==> src/rtl/block_xfer_seq.sv <==
// block_xfer_seq: LDM/STM block transfer sequencer.
// Walks a 16-bit register list in ascending order, one memory transaction
// per set bit, with optional base writeback.
// Optional feature macro: BLOCK_XFER_DB_EN adds the `decrement` input for
// decrement-before addressing (default build: increment-after only).
module block_xfer_seq (
    input  logic        clk,
    input  logic        rst,
    input  logic        start,
    input  logic        is_load,
    input  logic        wb_en,
    input  logic [3:0]  rn,
    input  logic [15:0] reg_list,
`ifdef BLOCK_XFER_DB_EN
    input  logic        decrement,
`endif
    output logic        busy,
    output logic        done,
    output logic [3:0]  rf_A1,
    input  logic [31:0] rf_RD1,
    output logic [3:0]  rf_A3,
    output logic [31:0] rf_WD3,
    output logic        rf_WE3,
    output logic        mem_req,
    output logic        mem_we,
    output logic [31:0] mem_addr,
    output logic [31:0] mem_wdata,
    input  logic        mem_ack,
    input  logic [31:0] mem_rdata
);

    typedef enum logic [2:0] {IDLE, BASE, XFER, LWR, WB, DONE} state_t;

    state_t      state, state_nx;

    logic        ld_r, wb_r, dec_r;
    logic [3:0]  rn_r;
    logic [15:0] list_r;   // original list, kept for the writeback-skip test
    logic [15:0] pend;     // registers still to transfer
    logic [3:0]  idx;      // register of the current transaction
    logic [31:0] addr;
    logic [31:0] wbval;
    logic [31:0] rdata_r;
    logic [15:0] pend_clr;
    logic [31:0] span;
    logic        wb_go;

    function automatic logic [3:0] lowest(input logic [15:0] v);
        lowest = '0;
        for (int unsigned i = 16; i > 0; i--) begin
            if (v[i-1]) lowest = 4'(i - 1);
        end
    endfunction

    function automatic logic [4:0] popcount(input logic [15:0] v);
        popcount = '0;
        for (int unsigned i = 0; i < 16; i++) begin
            popcount = popcount + {4'd0, v[i]};
        end
    endfunction

    assign pend_clr = pend & ~(16'd1 << idx);
    assign span     = {25'd0, popcount(list_r), 2'b00};
    // A load that overwrites the base register takes precedence over writeback.
    assign wb_go    = wb_r && !(ld_r && list_r[rn_r]);

    // State register
    always_ff @(posedge clk) begin
        if (rst) state <= IDLE;
        else     state <= state_nx;
    end

    // Next-state and output decode
    always_comb begin
        state_nx  = state;
        busy      = 1'b0;
        done      = 1'b0;
        rf_A1     = '0;
        rf_A3     = '0;
        rf_WD3    = '0;
        rf_WE3    = 1'b0;
        mem_req   = 1'b0;
        mem_we    = 1'b0;
        mem_addr  = '0;
        mem_wdata = '0;
        case (state)
            IDLE: begin
                if (start) state_nx = BASE;
            end
            BASE: begin
                busy  = 1'b1;
                rf_A1 = rn_r;
                if (list_r == '0) state_nx = DONE;
                else              state_nx = XFER;
            end
            XFER: begin
                busy     = 1'b1;
                mem_req  = 1'b1;
                mem_we   = !ld_r;
                mem_addr = addr;
                if (!ld_r) begin
                    rf_A1     = idx;
                    mem_wdata = rf_RD1;
                end
                if (mem_ack) begin
                    if (ld_r)              state_nx = LWR;
                    else if (pend_clr != '0) state_nx = XFER;
                    else if (wb_go)        state_nx = WB;
                    else                   state_nx = DONE;
                end
            end
            LWR: begin
                busy   = 1'b1;
                rf_WE3 = 1'b1;
                rf_A3  = idx;
                rf_WD3 = rdata_r;
                if (pend != '0) state_nx = XFER;
                else if (wb_go) state_nx = WB;
                else            state_nx = DONE;
            end
            WB: begin
                busy     = 1'b1;
                rf_WE3   = 1'b1;
                rf_A3    = rn_r;
                rf_WD3   = wbval;
                state_nx = DONE;
            end
            DONE: begin
                done     = 1'b1;
                state_nx = IDLE;
            end
            default: state_nx = IDLE;
        endcase
    end

    // Datapath: request latch, base/address tracking, list walk, load capture
    always_ff @(posedge clk) begin
        if (rst) begin
            ld_r    <= 1'b0;
            wb_r    <= 1'b0;
            dec_r   <= 1'b0;
            rn_r    <= '0;
            list_r  <= '0;
            pend    <= '0;
            idx     <= '0;
            addr    <= '0;
            wbval   <= '0;
            rdata_r <= '0;
        end else begin
            case (state)
                IDLE: begin
                    if (start) begin
                        ld_r   <= is_load;
                        wb_r   <= wb_en;
                        rn_r   <= rn;
                        list_r <= reg_list;
`ifdef BLOCK_XFER_DB_EN
                        dec_r  <= decrement;
`else
                        dec_r  <= 1'b0;
`endif
                    end
                end
                BASE: begin
                    pend <= list_r;
                    idx  <= lowest(list_r);
                    // Decrement-before still walks upward from the lowest address.
                    if (dec_r) begin
                        addr  <= rf_RD1 - span;
                        wbval <= rf_RD1 - span;
                    end else begin
                        addr  <= rf_RD1;
                        wbval <= rf_RD1 + span;
                    end
                end
                XFER: begin
                    if (mem_ack) begin
                        addr <= addr + 32'd4;
                        pend <= pend_clr;
                        if (ld_r) rdata_r <= mem_rdata;
                        else      idx     <= lowest(pend_clr);
                    end
                end
                LWR: begin
                    idx <= lowest(pend);
                end
                default: ;
            endcase
        end
    end

endmodule

==> config.mk <==
export PLATFORM = sky130hd
export DESIGN_NAME = block_xfer_seq
export DESIGN_NICKNAME = d
export VERILOG_FILES = /design/src/rtl/block_xfer_seq.sv
export SDC_FILE = /design/constraint.sdc
export NUM_CORES = 1
export LEC_CHECK = 0
export ABC_AREA = 1
export ABC_CLOCK_PERIOD_IN_PS = 4800
export CORE_ASPECT_RATIO = 0.5
export CORE_MARGIN = 2
export CORE_UTILIZATION = 25
export CTS_CLUSTER_DIAMETER = 80
export DETAILED_ROUTE_END_ITERATION = 10
export PLACE_DENSITY = 0.44
export SLEW_MARGIN = 20
export SYNTH_ARGS = -nofsm -noshare
export SYNTH_HDL_FRONTEND = slang
export SYNTH_SLANG_ARGS = --single-unit
==> constraint.sdc <==
create_clock -name clk -period 4.8 [get_ports clk]
set_input_delay 0.96 -clock clk [delete_from_list [all_inputs] [get_ports clk]]
set_output_delay 0.96 -clock clk [all_outputs]
set_load 0.03 [all_outputs]
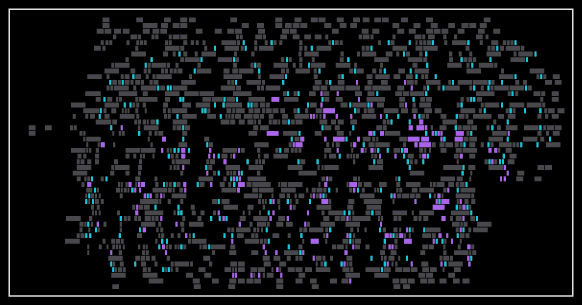
Figure 1: gate-type map.
- cyan: inv cells (cells 246; most used inv_1; where all over the die)
- purple: nor cells (cells 166; most used nor2_1)

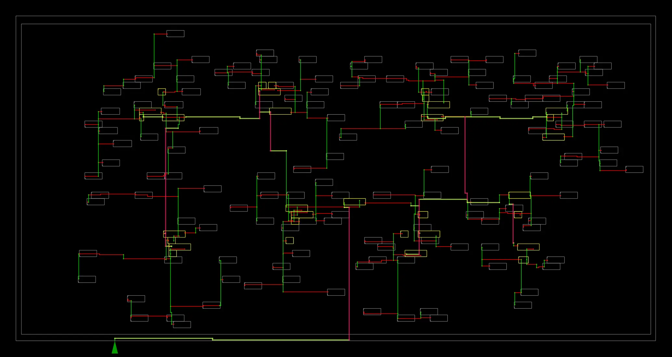
Figure 2: the clock network.
clock buffers created by TritonCTS: 17
power dissipated in the clock network: 1290 µW

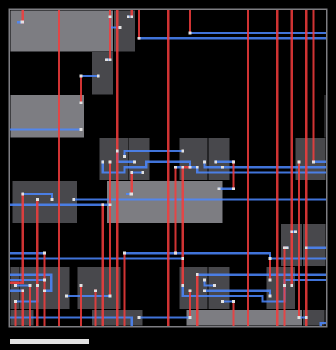
Figure 3: layout detail.
The bar under the picture is 5 µm long. Window x 125 to 145, y 86 to 106 µm. Cells in grey, sequential cells in the stronger grey; small squares are vias.
- blue: M1
- red: M2
- netlist names of flops here include: wbval (2), rdata_r (1)
- cells with their middle in the window: 17
- most frequent: inv_1 (6), dfxtp_1 (3)
- sequential cells in the window: 3

## sequential cells by signal, summed over array words and instances, names as in the netlist
register	cells
rn_r	4
wbval	32
addr	32
wb_r	1
state	3
rdata_r	32
list_r	16
ld_r	1
pend	16
idx	4
## final cells by class
cell class | instances | area, µm²
clock buffer | 17 | 425
clock inverter | 15 | 130
fill | 3712 | 22300
inverter | 246 | 923
multi-input combinational | 878 | 4930
sequential | 141 | 2830
tap | 475 | 594
timing repair buffer | 256 | 2470
## worst max-delay path: cells and delay by family, from the launching register on
kind                       cells  cell delay, ns
adders and majority gates      7            2.93
and+or+nand+nor                8            1.19
DFF                            1            0.33
AOI/OAI and AO/OA              2            0.32
xor gates and xnor gates       1            0.15
buffers and inverters          3            0.14
## power by group through the flow
stage          logic, µW  registers (µW)  clock network, µW
3_3_place_gp        4460            1850                  0
5_1_grt             5400            1890               1370
4_1_cts             4580            1830               1330
2_1_floorplan       3010            1770                  0
6_report            4830            1840               1290
3_5_place_dp        4510            1860                  0
## routing by layer
| layer | global-route usage [%] | wire [µm] | vias to the layer above |
|---|---|---|---|
| met5 | 0 | 0 | - |
| met2 | 33.4 | 17700 | 164 |
| met1 | 22.5 | 15200 | 4523 |
| met3 | 3.05 | 981 | 44 |
| met4 | 5.74 | 682 | 0 |
| li1 | - | - | 4844 |
## kinds of logic after synthesis
family	Yosys count
xor+xnor	24
simple gates	430
fa+ha+maj	23
buf+inv	314
flops	141
compound gates	401
## synthesized netlist by cell type (10+ instances only)
| master | count |
|---|---|
| nor3_1 | 24 |
| nand3_1 | 54 |
| inv_1 | 239 |
| fa_1 | 11 |
| a31oi_1 | 32 |
| xor2_1 | 24 |
| clkbuf_1 | 52 |
| dfxtp_1 | 141 |
| nand4_1 | 10 |
| o21ai_1 | 14 |
| ha_1 | 12 |
| nor4_1 | 13 |
| nor2_1 | 113 |
| nand2_1 | 178 |
| o21ai_0 | 161 |
| o22ai_1 | 36 |
| a21oi_1 | 114 |
| o211ai_1 | 12 |
## worst paths after layout
check,endpoint,slack (ns),cells past startpoint
setup / recovery,wbval[27]$_SDFFE_PP0P_,-0.38,21
hold / removal,rdata_r[31]$_SDFFE_PP0P_,0.45,2
setup reg to reg,wbval[27]$_SDFFE_PP0P_,-0.38,21
hold reg to reg,rdata_r[31]$_SDFFE_PP0P_,0.45,2
## stage by stage
stage	instance area, µm²	power [µW]
6_report	12300	7960
5_1_grt	12300	8660
4_1_cts	12100	7750
3_5_place_dp	11500	6370
3_3_place_gp	11500	6310
2_1_floorplan	8810	4780
## what timing repair did
item / CTS / global route
setup buffers: 3 / 4
gates resized: 6 / 45
endpoints found under the setup margin: 21 / 23
hold endpoints to repair: 0 / 0
pin swaps: 11 / 13
==> impl_metrics.env <==
# source this file to load flow results
export IMPL_yosys_most_used_dff="dfxtp_1"
export IMPL_routed_via_density=4.72
export IMPL_count_of_flip_flops_with_a_built_in_enable_after_synthesis=0
export IMPL_crit_reg2reg_launch="list_r[5]$_SDFFE_PP0P_"
export IMPL_track_usage_pct=18.4
export IMPL_maxSlewHeadroom_pct=25.0
export IMPL_switching_share_pct=48.1
export IMPL_cp_end_kind="flop"
export IMPL_top_cells_by_area="dfxtp_1 (32%), inv_1 (10%), o21ai_0 (9.2%)"
export IMPL_post_route_cells_drive_above_1_share_pct=11.2
export IMPL_gpl_final_weighted_congestion=0.862
export IMPL_clock_skew_final_ns=0.0131
export IMPL_synth_async_reset_ratio_pct=0
export IMPL_internal_power_uw=4130
export IMPL_max_freq_mhz=193
export IMPL_timing_setup_tns_ns=-5.25
export IMPL_nNetsFinal=1653
export IMPL_log_warnings=30
export IMPL_clockPowerShare_pct=16.2
export IMPL_rsz_0062_raised_after_global_routing="yes"
export IMPL_routedWlPerCell_um=17.0
export IMPL_clockRootBuffer="clkbuf_16"
export IMPL_crit_path_top_delay_cell="fa_1"
export IMPL_violations_in_the_final_reports="setup timing"
export IMPL_worstSkewPairLatency_ns=0.45
export IMPL_floorplan_rows=48
export IMPL_cts_num_sinks=141
export IMPL_final_hold_viol_count=0
export IMPL_worst_path_largest_cell_delay_ns=0.60
export IMPL_required_ns=5.13
export IMPL_postCtsHoldBufs=0
export IMPL_first_global_vias=9434
export IMPL_dpl_cells=1989
export IMPL_vdd_ir_drop_worst_mv=0.665
export IMPL_detailedRoute_firstPassIterationCount=6
export IMPL_synth_stat_cells=1333
export IMPL_synth_xor_area_share_pct=2.39
export IMPL_cp_data_arrival_time_ns=5.51
export IMPL_routed_wl_um=34500
export IMPL_startpoint="list_r[5]$_SDFFE_PP0P_"
export IMPL_insertedDiodeCount=0
export IMPL_setup_ws_ns=-0.378
export IMPL_syn_to_final_growth_pct=39.9
export IMPL_drtIter0Drc=546
export IMPL_ys_sh_mux_pct=0
export IMPL_drc=0
export IMPL_grt_max_degree=96
export IMPL_post_synthesis_cell_type_with_the_largest_combined_area="dfxtp_1"
export IMPL_grt_antenna_before_repair=0
export IMPL_final_worst_path_period_share_pct=108
export IMPL_min_path_type="reg2reg"
export IMPL_final_cell_mix="inv_1 (230), clkdlybuf4s50_1 (198), nand2_1 (171)"
export IMPL_postSynthRegisterBits=141
export IMPL_crit_fanout=4
export IMPL_core_util_at_fp_pct=25.4
export IMPL_layout_cells_most_common="inv_1"
export IMPL_crit_chain="inv_2, fa_1, fa_1, fa_1, fa_1, inv_1, ha_2, fa_2, xor2_1, ha_1, nand2_2, nor3_4, nor2_4, nor3_4, nand3_2, nor2_4, nand4_4, o21ai_2, nand2_1, o21ai_1, inv_1"
export IMPL_run_status="finished with violations"
export IMPL_drv_cap=0
export IMPL_simple_gate_share_pct=22.4
export IMPL_critPathMostFrequentCell="fa_1"
export IMPL_setup_viol=20
export IMPL_cts_htree_levels=4
export IMPL_cellLeakagePower_uw=0.00495
export IMPL_share_comb_of_total_power_pct=60.7
Power figures rest on the tool's default switching activity, not on a simulated workload.
